**src/rtl/cpu_pkg.sv**
```systemverilog
// Shared definitions for the 8-bit RISC CPU: opcodes, ALU operation codes
// and control-sequencer state encodings. Used by the sequencer, decoder
// and ALU so all three agree on the same numbering.
package cpu_pkg;

    // Instruction opcodes (instr[7:5])
    localparam logic [2:0] OP_ADD  = 3'b000;
    localparam logic [2:0] OP_SUB  = 3'b001;
    localparam logic [2:0] OP_AND  = 3'b010;
    localparam logic [2:0] OP_OR   = 3'b011;
    localparam logic [2:0] OP_LDI  = 3'b100;
    localparam logic [2:0] OP_MOV  = 3'b101;
    localparam logic [2:0] OP_JZ   = 3'b110;
    localparam logic [2:0] OP_HALT = 3'b111;

    // ALU operation select
    localparam logic [1:0] ALU_ADD = 2'b00;
    localparam logic [1:0] ALU_SUB = 2'b01;
    localparam logic [1:0] ALU_AND = 2'b10;
    localparam logic [1:0] ALU_OR  = 2'b11;

    // Sequencer state encodings (6 and 7 are illegal)
    localparam logic [2:0] ST_IDLE      = 3'd0;
    localparam logic [2:0] ST_FETCH     = 3'd1;
    localparam logic [2:0] ST_DECODE    = 3'd2;
    localparam logic [2:0] ST_EXECUTE   = 3'd3;
    localparam logic [2:0] ST_WRITEBACK = 3'd4;
    localparam logic [2:0] ST_HALT      = 3'd5;

    typedef enum logic [2:0] {
        S_IDLE      = ST_IDLE,
        S_FETCH     = ST_FETCH,
        S_DECODE    = ST_DECODE,
        S_EXECUTE   = ST_EXECUTE,
        S_WRITEBACK = ST_WRITEBACK,
        S_HALT      = ST_HALT
    } state_t;

    // True for the four register-register ALU instructions
    function automatic logic is_alu_op(input logic [2:0] op);
        return (op[2] == 1'b0);
    endfunction

endpackage

```
**src/rtl/cpu_ctrl_fsm.sv**
```systemverilog
// Multi-cycle control sequencer for the 8-bit RISC CPU.
// Steps every instruction through FETCH -> DECODE -> EXECUTE -> WRITEBACK
// (JZ returns from EXECUTE, HALT parks until reset). All strobes are
// decoded combinationally from the state register and the opcode input.
// Optional macro CPU_CTRL_PERF_CNT_EN adds retired/stall performance counters.
module cpu_ctrl_fsm
    import cpu_pkg::*;
#(
    parameter int RESET_STATE = 0   // 0: start in IDLE, 1: start in FETCH
) (
    input  logic       clk,
    input  logic       rst,
    input  logic       run,
    input  logic       mem_ready,
    input  logic [2:0] opcode,
    input  logic       zero_flag,
    output logic       mem_req,
    output logic       ir_load,
    output logic       pc_inc,
    output logic       pc_load,
    output logic [1:0] alu_op,
    output logic       alu_src_imm,
    output logic       flag_we,
    output logic       reg_we,
    output logic       halted,
    output logic [2:0] state_dbg
`ifdef CPU_CTRL_PERF_CNT_EN
    ,
    output logic [15:0] retired_cnt,
    output logic [15:0] stall_cnt
`endif
);

    localparam state_t RST_ST = (RESET_STATE == 1) ? S_FETCH : S_IDLE;

    state_t state_q;
    state_t state_d;

    // State register with synchronous reset
    always_ff @(posedge clk) begin
        if (rst) begin
            state_q <= RST_ST;
        end else begin
            state_q <= state_d;
        end
    end

    // Next-state logic; unknown encodings fall back to IDLE
    always_comb begin
        state_d = state_q;
        case (state_q)
            S_IDLE:      state_d = run ? S_FETCH : S_IDLE;
            S_FETCH:     state_d = mem_ready ? S_DECODE : S_FETCH;
            S_DECODE:    state_d = S_EXECUTE;
            S_EXECUTE: begin
                if (opcode == OP_JZ) begin
                    state_d = S_FETCH;
                end else if (opcode == OP_HALT) begin
                    state_d = S_HALT;
                end else begin
                    state_d = S_WRITEBACK;
                end
            end
            S_WRITEBACK: state_d = S_FETCH;
            S_HALT:      state_d = S_HALT;
            default:     state_d = S_IDLE;
        endcase
    end

    // Strobe decode; ALU controls are driven in EXECUTE and held through
    // WRITEBACK so the register-file write sees the same operand/result
    always_comb begin
        mem_req     = 1'b0;
        ir_load     = 1'b0;
        pc_inc      = 1'b0;
        pc_load     = 1'b0;
        alu_op      = ALU_ADD;
        alu_src_imm = 1'b0;
        flag_we     = 1'b0;
        reg_we      = 1'b0;
        halted      = 1'b0;
        case (state_q)
            S_FETCH: begin
                mem_req = 1'b1;
                ir_load = mem_ready;
                pc_inc  = mem_ready;
            end
            S_EXECUTE: begin
                if (is_alu_op(opcode)) begin
                    alu_op  = opcode[1:0];
                    flag_we = 1'b1;
                end
                alu_src_imm = (opcode == OP_LDI);
                // pc_inc is never raised here, so a taken jump is exclusive
                pc_load     = (opcode == OP_JZ) && zero_flag;
            end
            S_WRITEBACK: begin
                if (is_alu_op(opcode)) begin
                    alu_op = opcode[1:0];
                end
                alu_src_imm = (opcode == OP_LDI);
                reg_we      = 1'b1;
            end
            S_HALT: begin
                halted = 1'b1;
            end
            default: begin
            end
        endcase
    end

    assign state_dbg = state_q;

`ifdef CPU_CTRL_PERF_CNT_EN
    logic [15:0] retired_q, retired_d;
    logic [15:0] stall_q, stall_d;
    logic        retire_ev;
    logic        stall_ev;

    // An instruction retires when it leaves WRITEBACK, leaves EXECUTE as a
    // JZ, or enters HALT from EXECUTE
    always_comb begin
        retire_ev = (state_q == S_WRITEBACK) ||
                    ((state_q == S_EXECUTE) &&
                     ((opcode == OP_JZ) || (opcode == OP_HALT)));
        stall_ev  = (state_q == S_FETCH) && !mem_ready;
        retired_d = retire_ev ? retired_q + 16'd1 : retired_q;
        stall_d   = stall_ev  ? stall_q + 16'd1   : stall_q;
    end

    // Wrapping performance counters, cleared by reset
    always_ff @(posedge clk) begin
        if (rst) begin
            retired_q <= 16'd0;
            stall_q   <= 16'd0;
        end else begin
            retired_q <= retired_d;
            stall_q   <= stall_d;
        end
    end

    assign retired_cnt = retired_q;
    assign stall_cnt   = stall_q;
`endif

endmodule

```
**config.mk**
```make
export PLATFORM = sky130hd
export DESIGN_NAME = cpu_ctrl_fsm
export DESIGN_NICKNAME = d
export VERILOG_FILES = /design/src/rtl/cpu_pkg.sv /design/src/rtl/cpu_ctrl_fsm.sv
export SDC_FILE = /design/constraint.sdc
export NUM_CORES = 1
export LEC_CHECK = 0
export ABC_AREA = 1
export CAP_MARGIN = 20
export CELL_PAD_IN_SITES_DETAIL_PLACEMENT = 0
export CELL_PAD_IN_SITES_GLOBAL_PLACEMENT = 1
export CORE_MARGIN = 4
export CORE_UTILIZATION = 17
export CTS_CLUSTER_DIAMETER = 50
export DETAILED_ROUTE_END_ITERATION = 6
export PLACE_DENSITY = 0.79
export SYNTH_ARGS = -nofsm -noshare
export SYNTH_HDL_FRONTEND = slang
export SYNTH_SLANG_ARGS = --single-unit
```
**constraint.sdc**
```tcl
create_clock -name clk -period 1.4 [get_ports clk]
set_clock_uncertainty 0.15 [all_clocks]
set_input_delay 0.21 -clock clk [delete_from_list [all_inputs] [get_ports clk]]
set_output_delay 0.21 -clock clk [all_outputs]
set_load 0.05 [all_outputs]
```
Figure 1. Placement by cell class (run 1).
Drawn at 8 px/um.
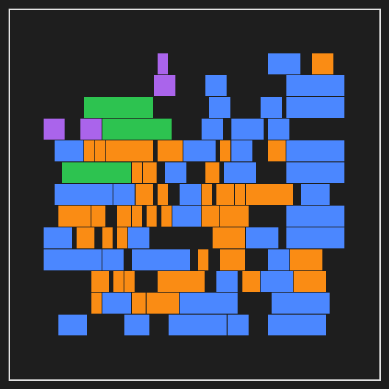
- blue: remaining buffers and delay cells (cells 40)
- orange: remaining logic cells (cells 40)
- purple: clock drivers and dummy loads (cells 4)
- green: registers (cells 3)
area of the core: 0.00133 mm2
finished layout cell area: 887 um2

Figure 2. Met1 routing (run 1).
Drawn at 10 px/um. Supply wires on this layer in gray. Cells faint in the background.
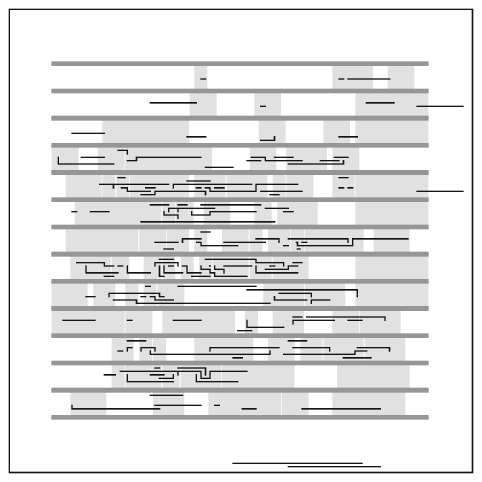
- main direction: horizontal
- wire length on this layer: 460 um

==> results_dict.tcl, run 1 <==
# implementation run metrics
set metrics [dict create \
    slew_viol_final 0 \
    reg2reg_slack_ns 0.03 \
    power_leader "combinational cells" \
    seq_area_um2 71.3 \
    power_mw 0.499 \
    reg2reg_to "state_dbg[1]$_SDFF_PP0_" \
    syn-mean-instance-area_um2 5.63 \
    avgViaCountPerCell 4.26 \
    antenna_found_initial 0 \
    yosys_cells 44 \
    synthArstFlopShare 0 \
    critPathMaxFanout 4 \
    p_leak_nw 0.375 \
    finalSetupViolations 10 \
    path_depth 5 \
    drc_errors 0 \
    ys_seq_frac 0.242 \
    clockPowerShare 0.295 \
    inv_count 10 \
    place_inst 90 \
    p_clk_mw 0.147 \
    drv_cap 0 \
    path_cells "buf_6, nor3_4, nand2_2, clkinvlp_4, buf_12" \
    logic_area_um2 225 \
    min_from "rst" \
    clk_share 0.0296 \
    layout_min_cycle_time_ns 1.64 \
    use_met1 0.152 \
    clk_pin_slew_ns 0.04 \
    cts_tree "built" \
    comb_share 0.254 \
    yosysTopAreaCell "dfxtp_1" \
    num_tap_cells 15 \
    worst-path-buf-inv 3 \
    crit_family "buffers and inverters" \
    finalClockPeriodUsage 1.17 \
    post-place-ws_ns -0.289 \
    yosys.cell_types.count 15 \
    htree_levels 1 \
    area_leaders "dfxtp_1 24%, inv_1 14%, nor2_1 14%" \
    synthMuxAreaShare 0 \
    r2r_cells 6 \
    gp_congestion 0.723 \
    p_switching_mw 0.174 \
    grt_pass1_wl_um 1950 \
    worstSkewPairLatency_ns 0.23 \
    biggestCellCategory "buffers" \
    synthesis.area_um2 248 \
    drive_gt1_frac 0.713 \
    setup_tns_ns -1.68 \
    ff_type "dfxtp_1" \
    die_height_um 46.2 \
    rsz0062_at_grt "true" \
    yosys_area_um2 248 \
    die_area_mm2 0.00213 \
    nNetsFinal 96 \
    max_freq_mhz 611 \
    hpwlAfterDp_um 866 \
    dr.first_iter.drc_count 6 \
    synth_flops 3 \
    adder_share 0 \
    final_cell_mix "14 x buf_4, 13 x buf_12, 6 x clkdlybuf4s50_1, 6 x buf_6" \
    synth-xor-area-share 0 \
    status "finished, violations left" \
    fill_cells 111 \
    num_io_pins 21 \
    edf_count 0 \
    ctsHoldBuffers 0 \
    num_antenna_cells 0 \
    vias 435 \
    seq_area_frac 0.0804 \
    floorplan.nets 52 \
    aoi_share 0.0960 \
    slowest_stage "dfxtp_4" \
    crit_start "state_dbg[1]$_SDFF_PP0_" \
    netlist_top_cells_count "9 x inv_1, 9 x nor2_1, 7 x nand2_1" \
    groute.layer.met3.usage 0.0391 \
    synth_cells 44 \
    seq_power_share 0.200 \
    ir_worst_vdd_uv 608 \
    cp-endpoint "pc_inc" \
    top_logic_kind "simple AND/OR/NAND/NOR gates" \
    holdPathEnd "state_dbg[1]$_SDFF_PP0_" \
    first_global_vias 445 \
    finalWirelength_um 1110 \
    internal-power_mw 0.325 \
    cts_resized 18 \
    clock_sinks 3 \
    p_sw_frac 0.348 \
    grt_max_degree 7 \
    warnings 29 \
    port_buffers 20 \
    slew_headroom 0.852 \
    met2_usage 0.223 \
    wl_met1_um 460 \
    crit_arrival_ns 1.28 \
    highest_layer "met3" \
    finalHoldViolCount 0 \
    r2r_start "state_dbg[1]$_SDFF_PP0_" \
    seq_cells 3 \
    critPathMaxStageDelay_ns 0.35 \
    layout.nonclk_buf_frac 0.566 \
    ys.warnings.count 0 \
    wl_met3_um 53 \
    cts.path.max_buffers 2 \
    wl_met2_um 599 \
    die_w_um 46.2 \
    multiInputCombCellCount 30 \
    cts-root-buf "clkbuf_4" \
    top_area_frac 0.242 \
    buffers 40 \
    end_kind "output port" \
    lay_top_count "buf_4" \
    required_ns 1.04 \
    power.density_mw_per_mm2 562 \
    dpl_cell_area_um2 746 \
    simple_gate_share 0.480 \
    cts_setup_buffers 7 \
    violations "setup timing" \
    grt_overflow 0 \
    worstMarginPinSlew_ns 0.222 \
    grt_usage 0.126 \
    area_growth_pct 258 \
    num_rows 13 \
    cts_made_buffers 3 \
    setup_ws_ns -0.237 \
    startpoint_type "flop" \
    top_usage_layer "met2" \
    final_cells 102 \
    largest_reg_flops 3 \
    power_frac_comb 0.505 \
    p_seq_mw 0.0995 \
]
Figure 3. Local utilization (run 1).
Drawn at 8 px/um. The die is cut into 9 by 9 equal tiles; dark blue is low, red is high, 0 to 100% covered.
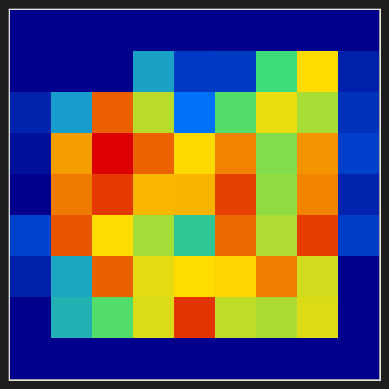
- mean over tiles: 41%
- tiles over 75% full: 27%
- nearly empty tiles: 31%
- emptiest ninth of the die: north-west
- fullest tile: 100%
- densest ninth of the die: center
post-layout util: 0.665
FP Core Util: 0.186

Figure 4. Port wiring (run 1).
Drawn at 6 px/um.
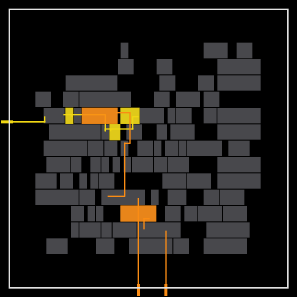
- yellow: rst (bits 1; direction input; end cells 3; buffers 1; wire 24.3 um)
- orange: alu_op (bits 2; direction output; end cells 2; buffers 2; wire 46.0 um)

## Run 2: what changed since run 1
--- a/config.mk
+++ b/config.mk
@@ -5,15 +5,14 @@
 export SDC_FILE = /design/constraint.sdc
 export NUM_CORES = 1
 export LEC_CHECK = 0
-export ABC_AREA = 1
 export CAP_MARGIN = 20
 export CELL_PAD_IN_SITES_DETAIL_PLACEMENT = 0
 export CELL_PAD_IN_SITES_GLOBAL_PLACEMENT = 1
-export CORE_MARGIN = 4
-export CORE_UTILIZATION = 17
+export CORE_AREA = 4 4 41 43
 export CTS_CLUSTER_DIAMETER = 50
 export DETAILED_ROUTE_END_ITERATION = 6
-export PLACE_DENSITY = 0.79
+export DIE_AREA = 0 0 45 47
+export PLACE_DENSITY = 0.82
 export SYNTH_ARGS = -nofsm -noshare
 export SYNTH_HDL_FRONTEND = slang
 export SYNTH_SLANG_ARGS = --single-unit
==> constraint.sdc (replaced) <==
create_clock -name clk -period 1.9 [get_ports clk]
set_clock_uncertainty 0.15 [all_clocks]
set_input_delay 0.285 -clock clk [delete_from_list [all_inputs] [get_ports clk]]
set_output_delay 0.285 -clock clk [all_outputs]
set_load 0.05 [all_outputs]
Figure 5. Port wiring (run 2).
Drawn at 6 px/um.
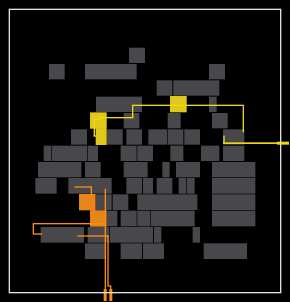
- yellow: rst (bits 1; direction input; end cells 3; buffers 1; wire 45.0 um)
- orange: alu_op (bits 2; direction output; end cells 2; buffers 2; wire 50.4 um)

Figure 6. Met1 routing (run 2).
Drawn at 10 px/um. Supply wires on this layer in gray. Cells faint in the background.
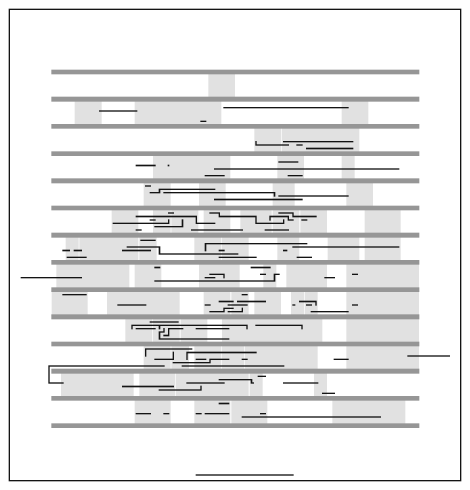
- wire length on this layer: 370 um
- longest straight run: 18.4 um
- main direction: horizontal
Detailed Route WL: 851 um
GR Util met1: 0.134

==> run 2 against run 1 <==
  * The flow still finishes with violations (setup timing)
  * Synthesized cell count down 20%
  * Utilization down 14 points
  * Combinational power down 45%
  * Non-clock buffer count down 13
==> results_dict.tcl, run 2 <==
# implementation run metrics
set metrics [dict create \
    power.density_mw_per_mm2 471 \
    num_rows 13 \
    p_clk_mw 0.110 \
    avgViaCountPerCell 4.40 \
    clock_sinks 3 \
    end_kind "output port" \
    antenna_found_initial 0 \
    utilization 0.520 \
    dr.first_iter.drc_count 1 \
    top_usage_layer "met2" \
    drv_cap 0 \
    status "finished, violations left" \
    p_leak_nw 0.284 \
    post-place-ws_ns 0.0747 \
    cts_tree "built" \
    crit_family "simple AND/OR/NAND/NOR gates" \
    fill_cells 130 \
    synth_flops 3 \
    cts_setup_buffers 1 \
    dpl_cell_area_um2 634 \
    final_cells 78 \
    worstSkewPairLatency_ns 0.23 \
    aoi_share 0.240 \
    p_seq_mw 0.0711 \
    internal-power_mw 0.212 \
    die_height_um 47 \
    synthArstFlopShare 0 \
    path_class "reg -> out" \
    core_area_mm2 0.00130 \
    violations "setup timing" \
    seq_area_um2 66.3 \
    area_growth_pct 145 \
    setup_ws_ns -0.0561 \
    grt_overflow 0 \
    largest_reg_flops 3 \
    p_switching_mw 0.107 \
    startpoint_type "flop" \
    cts_made_buffers 3 \
    p_sw_frac 0.336 \
    yosysTopAreaCell "dfxtp_1" \
    rsz0062_at_grt "true" \
    final_cell_mix "10 x buf_12, 10 x buf_4, 7 x clkdlybuf4s50_1, 4 x inv_1" \
    critPathMaxStageDelay_ns 0.42 \
    gp_congestion 0.710 \
    buffers 27 \
    crit_start "state_dbg[0]$_SDFF_PP0_" \
    num_io_pins 21 \
    grt_usage 0.102 \
    ir_worst_vdd_uv 287 \
    floorplan.nets 43 \
    seq_power_share 0.223 \
    yosys.cell_types.count 17 \
    comb_share 0.303 \
    syn-mean-instance-area_um2 7.90 \
    wl_met2_um 413 \
    multiInputCombCellCount 25 \
    required_ns 1.46 \
    netlist_top_cells_count "4 x inv_1, 4 x nor2_1" \
    num_antenna_cells 0 \
    ys.warnings.count 0 \
    port_buffers 20 \
    clk_pin_slew_ns 0.04 \
    synth_cells 35 \
    layout.nonclk_buf_frac 0.510 \
    worstMarginPinSlew_ns 0.321 \
    holdPathEnd "state_dbg[1]$_SDFF_PP0_" \
    min_from "state_dbg[2]$_SDFF_PP0_" \
    cp-endpoint "alu_src_imm" \
    grt_pass1_wl_um 1590 \
    die_area_mm2 0.00212 \
    synth-xor-area-share 0 \
    warnings 29 \
    wl_met1_um 369 \
    highest_layer "met3" \
    slowest_stage "or3b_4" \
    edf_count 0 \
    worst-path-buf-inv 1 \
    seq_cells 3 \
    stdcell_area_um2 677 \
    ff_type "dfxtp_1" \
    grt_max_degree 9 \
    critPathMaxFanout 4 \
    power_mw 0.319 \
    layout_min_cycle_time_ns 1.96 \
    clockPowerShare 0.344 \
    finalClockPeriodUsage 1.03 \
    logic_area_um2 205 \
    wl_met3_um 67 \
    comb-power_mw 0.138 \
    reg2reg_slack_ns 0.64 \
    finalHoldViolCount 0 \
    drc_errors 0 \
    drive_gt1_frac 0.540 \
    top_logic_kind "simple AND/OR/NAND/NOR gates" \
    biggestCellCategory "buffers" \
    reg2reg_to "state_dbg[0]$_SDFF_PP0_" \
    htree_levels 1 \
    r2r_start "state_dbg[1]$_SDFF_PP0_" \
    area_leaders "dfxtp_1 22%, a2111oi_4 10%, buf_4 8.1%" \
    r2r_cells 4 \
    synthMuxAreaShare 0 \
    first_global_vias 357 \
    met2_usage 0.164 \
    seq_area_frac 0.0980 \
    groute.layer.met3.usage 0.0460 \
    whs_ns 0.432 \
    power_frac_comb 0.434 \
    num_tap_cells 15 \
    path_cells "or3b_4, a2111oi_4, buf_12" \
    hpwlAfterDp_um 725 \
    nNetsFinal 72 \
    cts_resized 0 \
    die_w_um 45 \
    inv_count 4 \
    slew_viol_final 0 \
    cts.path.max_buffers 2 \
    yosys_cells 35 \
    vias 343 \
    finalSetupViolations 1 \
    top_area_frac 0.217 \
    yosys_area_um2 277 \
    path_depth 3 \
    clk_share 0.0388 \
    max_freq_mhz 511 \
    synthesis.area_um2 277 \
    simple_gate_share 0.407 \
    setup_tns_ns -0.0561 \
    ys_seq_frac 0.217 \
    place_inst 72 \
    ctsHoldBuffers 0 \
    slew_headroom 0.786 \
    cts-root-buf "clkbuf_4" \
    fp-utilization 0.212 \
    crit_arrival_ns 1.52 \
    power_leader "combinational cells" \
    adder_share 0 \
]
Figure 7. Placement by cell class (run 2).
Drawn at 8 px/um.
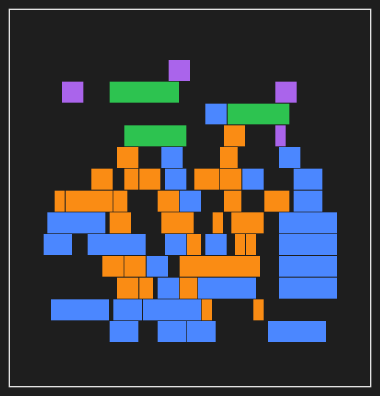
- orange: remaining logic cells (cells 29)
- purple: clock drivers and dummy loads (cells 4)
- blue: remaining buffers and delay cells (cells 27)
- green: registers (cells 3)

Figure 8. Cell placement (run 2).
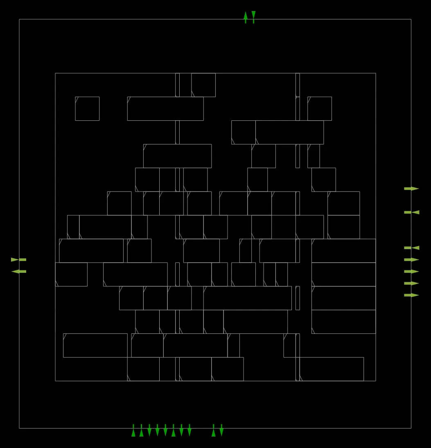

## Run 3: what changed since run 2
--- a/config.mk
+++ b/config.mk
@@ -5,6 +5,7 @@
 export SDC_FILE = /design/constraint.sdc
 export NUM_CORES = 1
 export LEC_CHECK = 0
+export ABC_CLOCK_PERIOD_IN_PS = 1900
 export CAP_MARGIN = 20
 export CELL_PAD_IN_SITES_DETAIL_PLACEMENT = 0
 export CELL_PAD_IN_SITES_GLOBAL_PLACEMENT = 1
@@ -13,6 +14,7 @@
 export DETAILED_ROUTE_END_ITERATION = 6
 export DIE_AREA = 0 0 45 47
 export PLACE_DENSITY = 0.82
+export SETUP_SLACK_MARGIN = 0.2
 export SYNTH_ARGS = -nofsm -noshare
 export SYNTH_HDL_FRONTEND = slang
 export SYNTH_SLANG_ARGS = --single-unit
Figure 9. Cell placement (run 3).
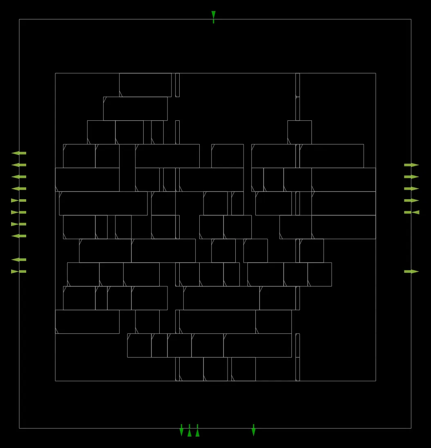
flop share of the area: 0.0927
post-layout util: 0.570
fin cells: 81
# rows: 13

Figure 10. Met1 routing (run 3).
Drawn at 10 px/um. Supply wires on this layer in gray. Cells faint in the background.
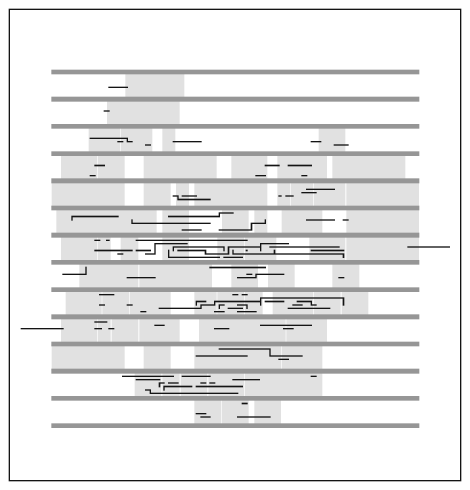
- share of all routed wire: 29%
- main direction: horizontal
- nets with wire on the layer: 54
- longest straight run: 11.0 um
- wire length on this layer: 261 um

Figure 11. Placement by cell class (run 3).
Drawn at 8 px/um.
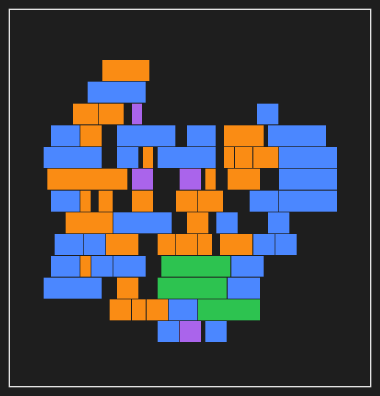
finished layout cell area: 742 um2
area of the core: 0.00130 mm2

==> run 3 against run 2 <==
  * The run still ends with setup timing left
  * Wire length is 6.6% higher
  * Via count is 7.3% higher
  * Sequential share of layout area is 0.52 points lower
  * Critical path type is now in -> out
==> results_dict.tcl, run 3 <==
# implementation run metrics
set metrics [dict create \
    crit_start "opcode[2]" \
    status "finished, violations left" \
    cts_tree "built" \
    met2_usage 0.169 \
    required_ns 1.46 \
    top_area_frac 0.217 \
    dpl_cell_area_um2 656 \
    nNetsFinal 75 \
    num_tap_cells 15 \
    r2r_cells 5 \
    power.density_mw_per_mm2 457 \
    clk_share 0.0354 \
    grt_overflow 0 \
    whs_ns 0.473 \
    end_kind "output port" \
    startpoint_type "input port" \
    worstMarginPinSlew_ns 0.310 \
    p_leak_nw 0.304 \
    hpwlAfterDp_um 720 \
    post-place-ws_ns -0.00300 \
    die_w_um 45 \
    slowest_stage "clkdlybuf4s50_1" \
    setup_ws_ns -0.0747 \
    cts_made_buffers 3 \
    inv_count 4 \
    htree_levels 1 \
    setup_tns_ns -0.177 \
    clkbuf_count 4 \
    edf_count 0 \
    grt_max_degree 11 \
    dr.first_iter.drc_count 1 \
    groute.layer.met3.usage 0.0651 \
    clk_pin_slew_ns 0.04 \
    gp_congestion 0.655 \
    largest_reg_flops 3 \
    fill_cells 112 \
    simple_gate_share 0.407 \
    wl_met1_um 260 \
    finalHoldViolCount 0 \
    p_seq_mw 0.0685 \
    worstSkewPairLatency_ns 0.24 \
    syn-mean-instance-area_um2 7.90 \
    synthMuxAreaShare 0 \
    power_leader "combinational cells" \
    rsz0062_at_grt "true" \
    layout.nonclk_buf_frac 0.511 \
    vias 368 \
    slew_headroom 0.793 \
    violations "setup timing" \
    netlist_top_cells_count "4 x inv_1, 4 x nor2_1" \
    antenna_found_initial 0 \
    slew_viol_final 0 \
    area_leaders "dfxtp_1 22%, a2111oi_4 10%, buf_4 8.1%" \
    min_from "state_dbg[1]$_SDFF_PP0_" \
    crit_family "buffers and inverters" \
    cts_resized 6 \
    ys_seq_frac 0.217 \
    reg2reg_slack_ns 0.64 \
    wl_met2_um 470 \
    yosys_area_um2 277 \
    comb-power_mw 0.156 \
    aoi_share 0.240 \
    path_class "in -> out" \
    synth_cells 35 \
    avgViaCountPerCell 4.54 \
    fp-utilization 0.212 \
    drv_cap 0 \
    synthArstFlopShare 0 \
    place_inst 73 \
    num_io_pins 21 \
    critPathMaxFanout 5 \
    internal-power_mw 0.222 \
    r2r_start "state_dbg[1]$_SDFF_PP0_" \
    first_global_vias 347 \
    critPathMaxStageDelay_ns 0.59 \
    wl_met3_um 134 \
    power_frac_comb 0.459 \
    drive_gt1_frac 0.621 \
    adder_share 0 \
    drc_errors 0 \
    seq_power_share 0.202 \
    ff_type "dfxtp_1" \
    power_mw 0.339 \
    finalClockPeriodUsage 1.04 \
    max_freq_mhz 506 \
    grt_pass1_wl_um 1460 \
    die_height_um 47 \
    cts-root-buf "clkbuf_4" \
    holdPathEnd "state_dbg[1]$_SDFF_PP0_" \
    final_cell_mix "10 x buf_12, 10 x buf_4, 7 x clkdlybuf4s50_1" \
    crit_arrival_ns 1.54 \
    p_clk_mw 0.115 \
    finalSetupViolations 3 \
    multiInputCombCellCount 25 \
    cp-endpoint "alu_src_imm" \
    highest_layer "met4" \
    yosys.cell_types.count 17 \
    die_area_mm2 0.00212 \
    finalWirelength_um 907 \
    yosys_cells 35 \
    p_switching_mw 0.117 \
    seq_area_um2 68.8 \
    cts_setup_buffers 3 \
    seq_cells 3 \
    ys.warnings.count 0 \
    cts.path.max_buffers 2 \
    clockPowerShare 0.339 \
    yosysTopAreaCell "dfxtp_1" \
    ctsHoldBuffers 0 \
    area_growth_pct 168 \
    path_cells "clkdlybuf4s50_1, inv_1, a2111oi_4, buf_12" \
    port_buffers 20 \
    comb_share 0.315 \
    ir_worst_vdd_uv 303 \
    warnings 29 \
    worst-path-buf-inv 3 \
    path_depth 4 \
    p_sw_frac 0.345 \
    layout_min_cycle_time_ns 1.97 \
    grt_usage 0.102 \
    synth_flops 3 \
    top_logic_kind "simple AND/OR/NAND/NOR gates" \
    buffers 30 \
    use_met1 0.0769 \
    reg2reg_to "state_dbg[0]$_SDFF_PP0_" \
    biggestCellCategory "buffers" \
    num_antenna_cells 0 \
    logic_area_um2 234 \
    top_usage_layer "met2" \
    synthesis.area_um2 277 \
    clock_sinks 3 \
]
No activity file was given, so power comes from the tool's default toggle rates.
